File: config.mk
export PLATFORM = sky130hd
export DESIGN_NAME = zond_sequencer_flat
export DESIGN_NICKNAME = d
export VERILOG_FILES = /design/src/rtl/zond_pkg.sv /design/src/rtl/zond_sequencer_if.sv /design/src/rtl/zond_burst_gen.sv /design/src/rtl/zond_sequencer.sv /design/src/flat_wrapper.sv
export SDC_FILE = /design/constraint.sdc
export NUM_CORES = 1
export LEC_CHECK = 0
export CAP_MARGIN = 20
export CORE_ASPECT_RATIO = 0.8
export CORE_MARGIN = 3
export CORE_UTILIZATION = 39
export DETAILED_ROUTE_END_ITERATION = 8
export GPL_TIMING_DRIVEN = 0
export PLACE_DENSITY = 0.72
export SYNTH_ARGS = -nofsm -noshare
export SYNTH_HDL_FRONTEND = slang
export SYNTH_SLANG_ARGS = --single-unit
File: constraint.sdc
create_clock -name clk20 -period 5.5 [get_ports clk20]
set_clock_uncertainty 0.15 [all_clocks]
set_input_delay 1.375 -clock clk20 [delete_from_list [all_inputs] [get_ports clk20]]
set_output_delay 1.375 -clock clk20 [all_outputs]
set_load 0.1 [all_outputs]
File: src/rtl/zond_pkg.sv
// Shared definitions for the zond frame sequencer.
// Slot/channel sizing, the sequencer state type and helpers that pull one
// slot's field out of the packed delay and channel-order words.
package zond_pkg;
  localparam int NSLOT     = 4;   // zond / acquisition slots per frame
  localparam int NCH       = 4;   // physical channels
  localparam int CH_W      = 2;
  localparam int SLOT_W    = 3;   // slot counters run 0..NSLOT
  localparam int BN_W      = 4;   // pulses-per-burst field
  localparam int MAX_DLY_W = 32;  // widest delay field the extractor handles
  localparam int PK_W      = NSLOT * MAX_DLY_W;

  localparam logic [SLOT_W-1:0] SLOT_END = SLOT_W'(NSLOT);

  typedef enum logic {IDLE, RUN} state_t;

  // Channel of slot k from an order word (slot k at [2k+1:2k]).
  function automatic logic [CH_W-1:0] order_ch(input logic [NSLOT*CH_W-1:0] w,
                                               input logic [SLOT_W-1:0] k);
    return w[int'(k[1:0])*CH_W +: CH_W];
  endfunction

  // Delay of slot k from a packed delay word whose fields are 'width' bits
  // wide. The caller zero-extends the word to PK_W; the result is
  // zero-extended to MAX_DLY_W so it can be compared against a widened timer.
  function automatic logic [MAX_DLY_W-1:0] dly_field(input logic [PK_W-1:0] w,
                                                     input int width,
                                                     input logic [SLOT_W-1:0] k);
    logic [MAX_DLY_W-1:0] r;
    r = '0;
    for (int b = 0; b < MAX_DLY_W; b++)
      if (b < width) r[b] = w[int'(k[1:0])*width + b];
    return r;
  endfunction
endpackage

File: src/rtl/zond_sequencer_if.sv
// Sequencer bus: frame sync, static configuration from the register block,
// and the pulser / acquisition-side outputs.
//   master : control side (drives sync and config, observes status)
//   slave  : the sequencer
interface zond_sequencer_if
  import zond_pkg::*;
#(
  parameter int DLY_W = 24,
  parameter int DIV_W = 8
);
  logic                   sync_in;
  logic                   hv_en;
  logic [NSLOT*DLY_W-1:0] znd_delay;
  logic [NSLOT*DLY_W-1:0] data_delay;
  logic [NSLOT*CH_W-1:0]  num_order_z;
  logic [NSLOT*CH_W-1:0]  num_order_x;
  logic [DIV_W-1:0]       frq_div;
  logic [DIV_W-1:0]       pulse_w;
  logic [BN_W-1:0]        burst_n;
  logic [NCH-1:0]         znd_out;
  logic                   acq_start;
  logic [CH_W-1:0]        acq_ch;
  logic                   busy;
  logic                   frame_done;
  logic                   overrun;

  modport master (
    output sync_in, hv_en, znd_delay, data_delay, num_order_z, num_order_x,
           frq_div, pulse_w, burst_n,
    input  znd_out, acq_start, acq_ch, busy, frame_done, overrun
  );

  modport slave (
    input  sync_in, hv_en, znd_delay, data_delay, num_order_z, num_order_x,
           frq_div, pulse_w, burst_n,
    output znd_out, acq_start, acq_ch, busy, frame_done, overrun
  );
endinterface

File: src/rtl/zond_burst_gen.sv
// Burst generator: on start, emits n pulses of period frq_div+1 and high time
// pulse_w on one channel, starting the cycle after start.
//   clk20, res : clock, synchronous active-high reset
//   start      : load config and begin a burst (only honoured when idle)
//   abort      : kill the current burst; output drops next cycle
//   ch, n, frq_div, pulse_w : burst config, sampled only at start
//   hv_en      : gates the drive output
//   idle       : a new burst may start this cycle
//   znd_out    : one-hot channel drive
module zond_burst_gen
  import zond_pkg::*;
#(
  parameter int DIV_W = 8
) (
  input  logic             clk20,
  input  logic             res,
  input  logic             start,
  input  logic             abort,
  input  logic [CH_W-1:0]  ch,
  input  logic [BN_W-1:0]  n,
  input  logic [DIV_W-1:0] frq_div,
  input  logic [DIV_W-1:0] pulse_w,
  input  logic             hv_en,
  output logic             idle,
  output logic [NCH-1:0]   znd_out
);
  // Registers describe the cycle currently being driven.
  logic             act;
  logic [DIV_W-1:0] ph, p_m1, w;
  logic [BN_W-1:0]  n_left;
  logic [CH_W-1:0]  ch_q;
  logic             last;

  // The final cycle of a burst already counts as idle, so the next burst can
  // be launched back-to-back without a gap.
  assign last = act && (ph == p_m1) && (n_left == BN_W'(1));
  assign idle = !act || last;

  always_ff @(posedge clk20) begin
    if (res) begin
      act    <= 1'b0;
      ph     <= '0;
      p_m1   <= '0;
      w      <= '0;
      n_left <= '0;
      ch_q   <= '0;
    end else if (abort) begin
      act <= 1'b0;
    end else if (start) begin
      act    <= (n != '0);
      ph     <= '0;
      p_m1   <= frq_div;
      w      <= pulse_w;
      n_left <= n;
      ch_q   <= ch;
    end else if (act) begin
      if (ph == p_m1) begin
        ph     <= '0;
        n_left <= n_left - 1'b1;
        if (n_left == BN_W'(1)) act <= 1'b0;
      end else begin
        ph <= ph + 1'b1;
      end
    end
  end

  // ph < w for every phase when w > frq_div, giving a continuous burst.
  assign znd_out = (act && hv_en && (ph < w)) ? (NCH'(1) << ch_q) : '0;
endmodule

File: src/rtl/zond_sequencer.sv
// Per-frame scheduler for the four physical channels. A sync pulse starts a
// frame timer; four zond bursts and four acquisition starts are fired at
// their programmed delays, routed through the order words.
//   clk20, res : clock, synchronous active-high reset
//   bus        : sync, config, zond drive, acq strobe/channel, busy,
//                frame_done and overrun strobes
module zond_sequencer
  import zond_pkg::*;
#(
  parameter int DLY_W = 24,
  parameter int DIV_W = 8
) (
  input  logic           clk20,
  input  logic           res,
  zond_sequencer_if.slave bus
);
  state_t               state;
  logic [DLY_W-1:0]     timer;
  logic [SLOT_W-1:0]    zslot, xslot;
  logic                 busy, frame_done, overrun, acq_start;
  logic [CH_W-1:0]      acq_ch;
  logic                 bg_idle, bg_start, bg_abort;
  logic [MAX_DLY_W-1:0] timer_x, zd_cur, xd_cur;
  logic                 z_fire, x_fire, done;

  assign timer_x = MAX_DLY_W'(timer);
  assign zd_cur  = dly_field(PK_W'(bus.znd_delay),  DLY_W, zslot);
  assign xd_cur  = dly_field(PK_W'(bus.data_delay), DLY_W, xslot);

  // Late slots (delay already passed) fire as soon as the generator frees up.
  assign z_fire = (state == RUN) && bg_idle && (zslot < SLOT_END) && (timer_x >= zd_cur);
  assign x_fire = (state == RUN) && (xslot < SLOT_END) && (timer_x >= xd_cur);
  assign done   = (state == RUN) && (zslot == SLOT_END) && (xslot == SLOT_END) && bg_idle;

  // A sync in the completion cycle is a clean restart, not an overrun.
  assign bg_start = z_fire && !bus.sync_in;
  assign bg_abort = (state == RUN) && bus.sync_in && !done;

  zond_burst_gen #(.DIV_W(DIV_W)) u_burst (
    .clk20   (clk20),
    .res     (res),
    .start   (bg_start),
    .abort   (bg_abort),
    .ch      (order_ch(bus.num_order_z, zslot)),
    .n       (bus.burst_n),
    .frq_div (bus.frq_div),
    .pulse_w (bus.pulse_w),
    .hv_en   (bus.hv_en),
    .idle    (bg_idle),
    .znd_out (bus.znd_out)
  );

  always_ff @(posedge clk20) begin
    if (res) begin
      state      <= IDLE;
      timer      <= '0;
      zslot      <= '0;
      xslot      <= '0;
      busy       <= 1'b0;
      frame_done <= 1'b0;
      overrun    <= 1'b0;
      acq_start  <= 1'b0;
      acq_ch     <= '0;
    end else begin
      frame_done <= done;
      overrun    <= 1'b0;
      acq_start  <= 1'b0;
      if (done) begin
        state <= IDLE;
        busy  <= 1'b0;
      end
      if (bus.sync_in) begin
        overrun <= bg_abort;
        state   <= RUN;
        busy    <= 1'b1;
        timer   <= '0;
        zslot   <= '0;
        xslot   <= '0;
      end else if (state == RUN && !done) begin
        if (timer != '1) timer <= timer + 1'b1;
        if (z_fire) zslot <= zslot + 1'b1;
        if (x_fire) begin
          xslot     <= xslot + 1'b1;
          acq_start <= 1'b1;
          acq_ch    <= order_ch(bus.num_order_x, xslot);
        end
      end
    end
  end

  assign bus.busy       = busy;
  assign bus.frame_done = frame_done;
  assign bus.overrun    = overrun;
  assign bus.acq_start  = acq_start;
  assign bus.acq_ch     = acq_ch;
endmodule

File: src/flat_wrapper.sv
// flat-port wrapper written by rule: the top's interface ports become plain ports
module zond_sequencer_flat import zond_pkg::*;
#(
  parameter int DLY_W = 24,
  parameter int DIV_W = 8
)
  (clk20, res, bus_sync_in, bus_hv_en, bus_znd_delay, bus_data_delay, bus_num_order_z, bus_num_order_x, bus_frq_div, bus_pulse_w, bus_burst_n, bus_znd_out, bus_acq_start, bus_acq_ch, bus_busy, bus_frame_done, bus_overrun);
  zond_sequencer_if #(.DLY_W(DLY_W), .DIV_W(DIV_W)) bus_i ();
  input  logic clk20;
  input  logic res;
  input wire logic [$bits(bus_i.sync_in)-1:0] bus_sync_in;
  input wire logic [$bits(bus_i.hv_en)-1:0] bus_hv_en;
  input wire logic [$bits(bus_i.znd_delay)-1:0] bus_znd_delay;
  input wire logic [$bits(bus_i.data_delay)-1:0] bus_data_delay;
  input wire logic [$bits(bus_i.num_order_z)-1:0] bus_num_order_z;
  input wire logic [$bits(bus_i.num_order_x)-1:0] bus_num_order_x;
  input wire logic [$bits(bus_i.frq_div)-1:0] bus_frq_div;
  input wire logic [$bits(bus_i.pulse_w)-1:0] bus_pulse_w;
  input wire logic [$bits(bus_i.burst_n)-1:0] bus_burst_n;
  output wire logic [$bits(bus_i.znd_out)-1:0] bus_znd_out;
  output wire logic [$bits(bus_i.acq_start)-1:0] bus_acq_start;
  output wire logic [$bits(bus_i.acq_ch)-1:0] bus_acq_ch;
  output wire logic [$bits(bus_i.busy)-1:0] bus_busy;
  output wire logic [$bits(bus_i.frame_done)-1:0] bus_frame_done;
  output wire logic [$bits(bus_i.overrun)-1:0] bus_overrun;
  assign bus_i.sync_in = bus_sync_in;
  assign bus_i.hv_en = bus_hv_en;
  assign bus_i.znd_delay = bus_znd_delay;
  assign bus_i.data_delay = bus_data_delay;
  assign bus_i.num_order_z = bus_num_order_z;
  assign bus_i.num_order_x = bus_num_order_x;
  assign bus_i.frq_div = bus_frq_div;
  assign bus_i.pulse_w = bus_pulse_w;
  assign bus_i.burst_n = bus_burst_n;
  assign bus_znd_out = bus_i.znd_out;
  assign bus_acq_start = bus_i.acq_start;
  assign bus_acq_ch = bus_i.acq_ch;
  assign bus_busy = bus_i.busy;
  assign bus_frame_done = bus_i.frame_done;
  assign bus_overrun = bus_i.overrun;
  zond_sequencer #(.DLY_W(DLY_W), .DIV_W(DIV_W)) u_core (.clk20(clk20), .res(res), .bus(bus_i));
endmodule
==> results.txt, run 1 <==
Update from the flow run.

The wire length recorded after detailed routing is 31,000 um. Per the run summary, max-cap violations total 0. The worst hold slack is 327 ps. The design draws 1.47 mW. Detailed-route iteration 0 reported a violation count of 805. The power share of the sequential group is 33.3%. According to the cell report, flip-flops and latches in the layout number 67. During synthesis, Yosys emitted a total of 0 warnings. The register with the most flip-flops in the layout has 24 of them. The final cell count without fillers is 1,412. The predominant post-synthesis flop cell is sky130_fd_sc_hd__dfxtp_1.

The run finished with clean final reports. In the final routing, the length of wire on met1 measures 13,000 um. The most flop-heavy register is u_core.timer. The combined area of all synthesized cells is 8560 um^2.

Of all cell types, the one taking the most synthesized area is sky130_fd_sc_hd__mux4_2. Among all cell classes, the greatest summed area belongs to combinational gates. The worst hold path begins at u_core.u_burst.w[0]. The tree is rooted in a sky130_fd_sc_hd__clkbuf_16. Per the OpenROAD floorplan log, the height of the die is 139 um. The net count of the mapped netlist is 1,189.

Summed over all routing layers, the global router reports a total usage of 25.3%. In the final layout, multi-input gates take up 58.9% of the cell area. The sequential share of cell area is 11.5%. The count of flip-flops with a built-in enable after synthesis is 0. Per STA, the library cell used most along the worst path is sky130_fd_sc_hd__clkdlybuf4s50_1. The net switching power figure is 366 uW.

The clock tree buffer count of the final layout is 11. The pin closest to its max-slew limit shows a slew of 984 ps. The setup slack on the worst flop-to-flop path is 270 ps. The and-or/or-and share of the synthesized area is 17.2%. The clock network accounts for 41.0% of the total power. The post-CTS setup repair buffer count is 0. The CTS tree is done. The design internal power is 1.10 mW.

During tapcell insertion the tool placed 269 well taps. For reference, the top cells by area after synthesis are sky130_fd_sc_hd__mux4_2, sky130_fd_sc_hd__dfxtp_1, sky130_fd_sc_hd__ha_1. The post-placement cell count is 1,396.

The number of synthesized register bits is 67. Global routing used 35.3% of the available met1 tracks. The clock tree has to reach 67 sinks. The total number of nets in the final design is 1,441. After floorplanning, the die was sized to cover 23,800 um^2. The power in sequential cells is 488 uW. The total negative setup slack is 0 ps. Based on the critical path, the design can be clocked at up to 185 MHz. The fraction of the cycle the final worst path needs is 98.4%.

The per-cell routed wire length is 22.0 um.
**Run 1: gate families picked out**

The bar under the picture is 50 um long.
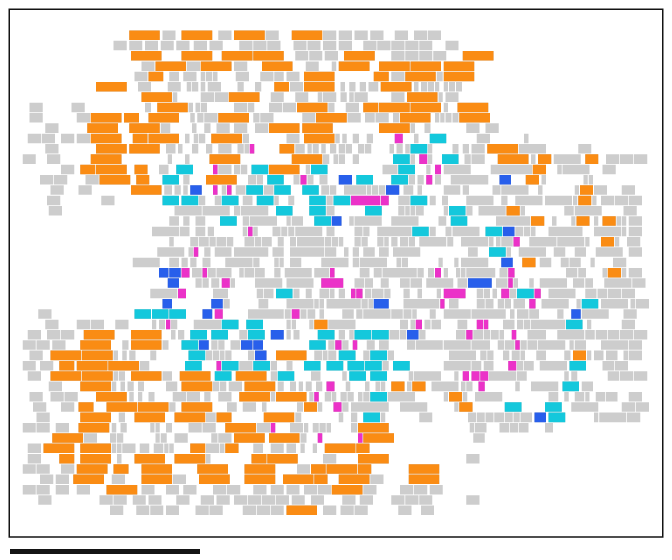
[orange] multiplexers | cells: 158
[magenta] NOR gates | cells: 53
[cyan] adder and majority cells | cells: 71
[blue] AND-OR and OR-AND gates | cells: 23

**Run 1: the metal 3 layer**

The bar under the picture is 50 um long. Cells faint in the background.
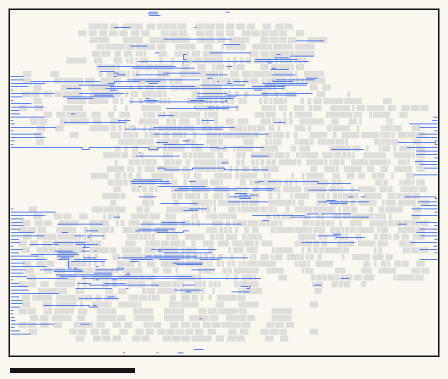
longest straight run: 71.3 um
main direction: horizontal

**Run 1: layout detail**

The bar under the picture is 10 um long. Window x 109 to 149, y 15 to 55 um. Cells in grey, sequential cells in the stronger grey; small squares are vias.
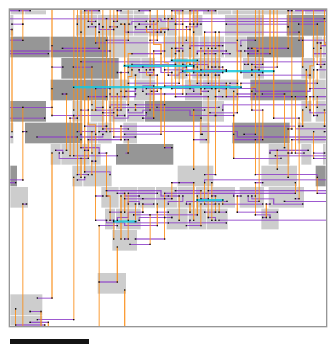
[purple] met1
[orange] met2
[cyan] met3
sequential cells in the window: 12
cells with their middle in the window: 79
netlist names of flops here include: u_core.u_burst.ph (5), u_core.u_burst.ch_q (2), u_core.u_burst.w (2)
most frequent: dfxtp_1 (12), nand2_1 (8), o21ai_0 (7)

--- run 2 (diff from run 1) ---
- DONT_BUFFER_PORTS: not set -> 1
- PLACE_DENSITY: 0.72 -> 0.58
- SYNTH_HIERARCHICAL: not set -> 1
**Run 2: gate families picked out**

The bar under the picture is 50 um long.
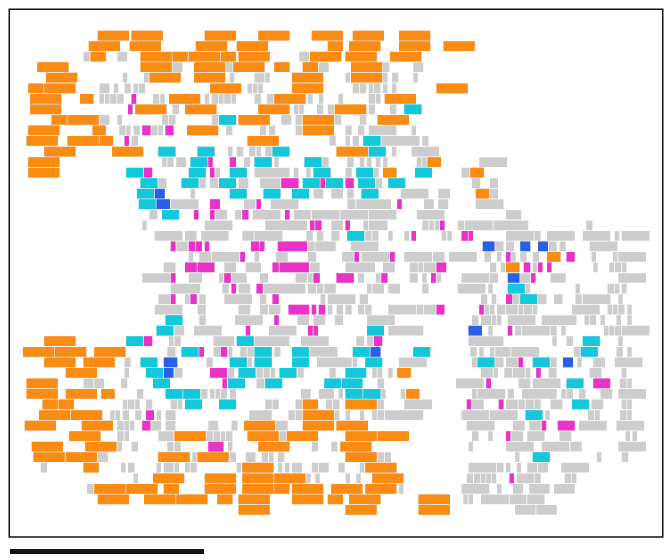
[orange] multiplexers | cells: 144
[cyan] adder and majority cells | cells: 71
[magenta] NOR gates | cells: 88
[blue] AND-OR and OR-AND gates | cells: 11
Final Instance Count excl. Fillers: 1,141
multi-input gate share of the layout cell area: 73.1%
most common library cell in the layout ignoring fill and taps: sky130_fd_sc_hd__nand2_1

**Run 2: layout detail**

The bar under the picture is 10 um long. Window x 106 to 146, y 14 to 54 um. Cells in grey, sequential cells in the stronger grey; small squares are vias.
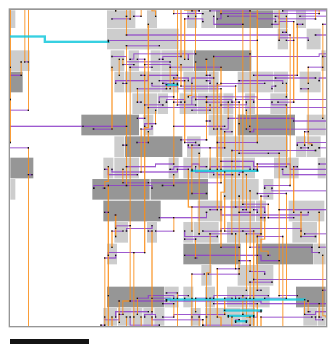
[purple] met1
[cyan] met3
[orange] met2
cells with their middle in the window: 87
netlist names of flops here include: u_core/u_burst/ph (8), u_core/u_burst/p_m1 (2)
most frequent: nand2_1 (14), dfxtp_1 (12)
sequential cells in the window: 12

**Run 2: the metal 1 layer**

The bar under the picture is 50 um long. Supply wires on this layer in grey.
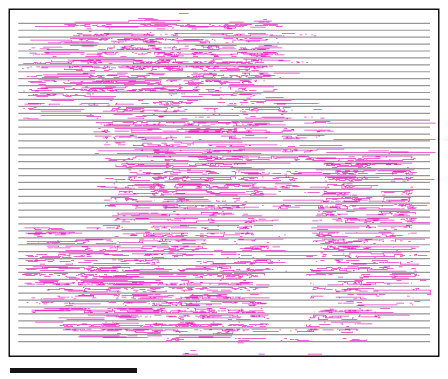
share of all routed wire: 42%
wire length on this layer: 10,900 um
total via count after detailed routing: 7,282
Global Route met1 Usage: 30.6%

==> run 2 against run 1 <==
- power down 13%
- setup slack better by 220 ps
- synthesized cell count down 3.3%
- first-iteration DRC count down 2.9%
- flip-flop count unchanged
- critical path type is now flop to flop
- highest routed layer unchanged
==> results.txt, run 2 <==
Update from the flow run.

Looking at the clock tree report, the maximum root-to-sink buffer count equals 2. The final wirelength is 26,000 um (-16%). The post-CTS setup repair buffer count is 0 (unchanged). The power in sequential cells is 494 uW (+1%).

The cell at the root of the clock tree is sky130_fd_sc_hd__clkbuf_16. The I/O pin count is 242. The wire length the detailed router placed on met1 came to 10,900 um (-16%).

The biggest area consumer among synthesized cells is sky130_fd_sc_hd__mux4_2. The net count of the mapped netlist is 1,160 (-2.4%). The total die area is 22,800 um^2 (-3.9%). The number of clock sinks seen by CTS came to 67 (unchanged). The number of max-capacitance violations reported came to 0 (unchanged). The total negative setup slack came to 0 ps (unchanged).

The setup slack on the worst flop-to-flop path came to 300 ps (+30 ps). The top achievable clock speed is 192 MHz (+4.2%). The total power of the final layout came to 1.27 mW (-13%).

The most used flip-flop cell after synthesis is sky130_fd_sc_hd__dfxtp_1. The area share of and/or/nand/nor cells after synthesis is 16.6%. The die boundary height is 136 um (-2.0%). The worst hold slack is 313 ps (-14.2 ps). The design internal power came to 987 uW (-10%). The CTS tree is done. The post-placement cell count is 1,125 (-19%). The most flop-heavy register is u_core/timer.

The transition at the pin with the smallest max-transition slack is 1040 ps (+55.2 ps). The violation count after the first detailed-route iteration came to 782 (-2.9%). The and-or/or-and share of the synthesized area is 12.9% (-4.3 points). Switching power as a fraction of the total was reported as 22.3%. The number of warnings printed during yosys synthesis is 6 (+6). The power share of the sequential group is 38.9% (+5.6 points). The flow ran to the end, and the final reports show no timing, DRC or antenna violations.

The start point of the worst min-delay path is u_core/xslot[2]. The layout sequential cell count was 67 (unchanged). The overall global routing resource usage was 22.0% (-3.3 points).

The clock tree buffer count of the final layout is 12 (+1). By area, the class that comes first in the final layout consists of combinational gates. The total number of nets in the final design came to 1,175 (-18%). The flip-flop count of the largest register after layout is 24 (unchanged). The per-cell routed wire length came to 22.8 um (+3.8%). The number of well-tap cells placed is 264 (-1.9%). The net switching power figure came to 283 uW (-23%).

The clock share of power was 48.9% (+7.9 points). The count of flip-flops with a built-in enable after synthesis is 0 (unchanged). The combined area of all synthesized cells came to 8210 um^2 (-4.1%).
--- run 3 (diff from run 2) ---
- CORE_MARGIN: 3 -> 4
- clock period: 5.5 -> 6.7 ns (I/O delays scaled with it)
**Run 3: routing congestion map**

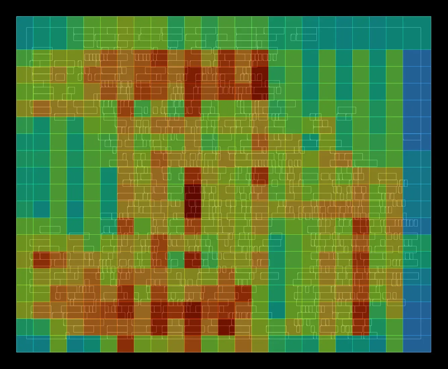
post-layout util: 43.6%
Global Route met1 Usage: 30.7%
met3 routing resource usage after global routing: 5.71%

**Run 3: layout detail**

The bar under the picture is 10 um long. Window x 108 to 148, y 14 to 54 um. Cells in grey, sequential cells in the stronger grey; small squares are vias.
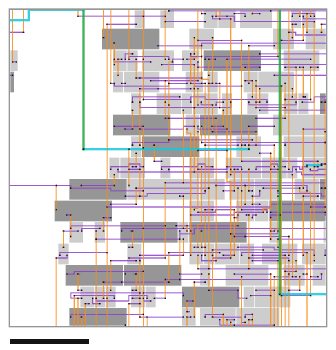
[green] met4
[cyan] met3
[purple] met1
[orange] met2
netlist names of flops here include: u_core/u_burst/ph (8), u_core/u_burst/p_m1 (4)
cells with their middle in the window: 90
most frequent: dfxtp_1 (14), nand2_1 (13), xor2_1 (13)
sequential cells in the window: 14

**Run 3: gate families picked out**

The bar under the picture is 50 um long.
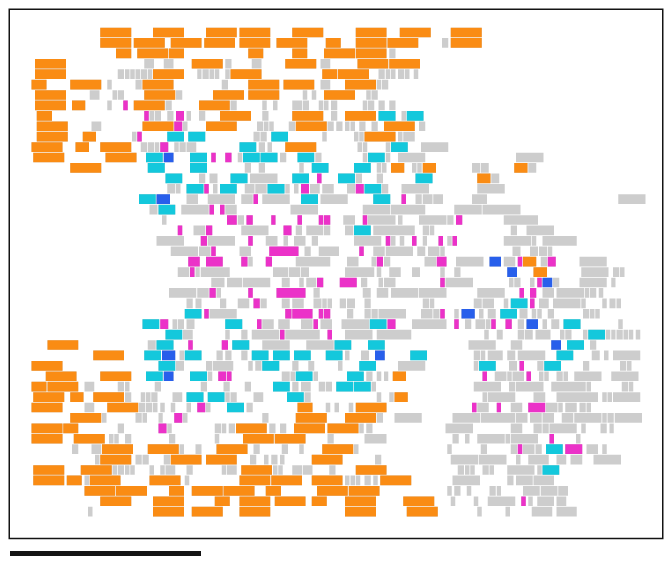
Final Instance Count excl. Fillers: 1,148
multi-input gate share of the layout cell area: 72.8%

==> run 3 against run 2 <==
- flip-flop count did not move
- synthesized area stayed put
- sequential power fell by 18%
- cell area down 0.87%
- first-iteration DRC count shrank 27%
- register-to-register slack improved by 260 ps
- die area grew 2.7%
- count of clock-buffer cells in the layout shrank 3
- combinational power is 15% lower
- critical endpoint is now u_core/u_burst/ph[5]
==> results.txt, run 3 <==
Update from the flow run.

The number of warnings printed during yosys synthesis was 6 (unchanged). The violation count after the first detailed-route iteration came to 569 (-27%). The number of well-tap cells placed came to 269 (+1.9%). The total negative setup slack is 0 ps (unchanged). The count of flip-flops with a built-in enable after synthesis is 0 (unchanged). The power in sequential cells came to 403 uW (-18%).

The total number of nets in the final design was 1,177 (+0.17%). The setup slack on the worst flop-to-flop path is 560 ps (+260 ps). The flow ran to the end, and the final reports show no timing, DRC or antenna violations. The per-cell routed wire length was 23.0 um (+0.75%).

The biggest area contributor in the post-synthesis netlist is sky130_fd_sc_hd__mux4_2. The I/O pin count came to 242 (unchanged). The cell class with the largest area share is combinational gates. The most frequent standard cell in the layout excluding fill and tap cells is sky130_fd_sc_hd__nand2_1. The layout sequential cell count was 67 (unchanged). The wire length the detailed router placed on met1 is 10,900 um (+0.71%).

The flip-flop count of the largest register after layout is 24 (unchanged). The final wirelength is 26,400 um (+1.4%). The transition at the pin with the smallest max-transition slack is 1000 ps (-35.3 ps). The number of clock sinks seen by CTS came to 67 (unchanged).
Power figures rest on the tool's default switching activity, not on a simulated workload.
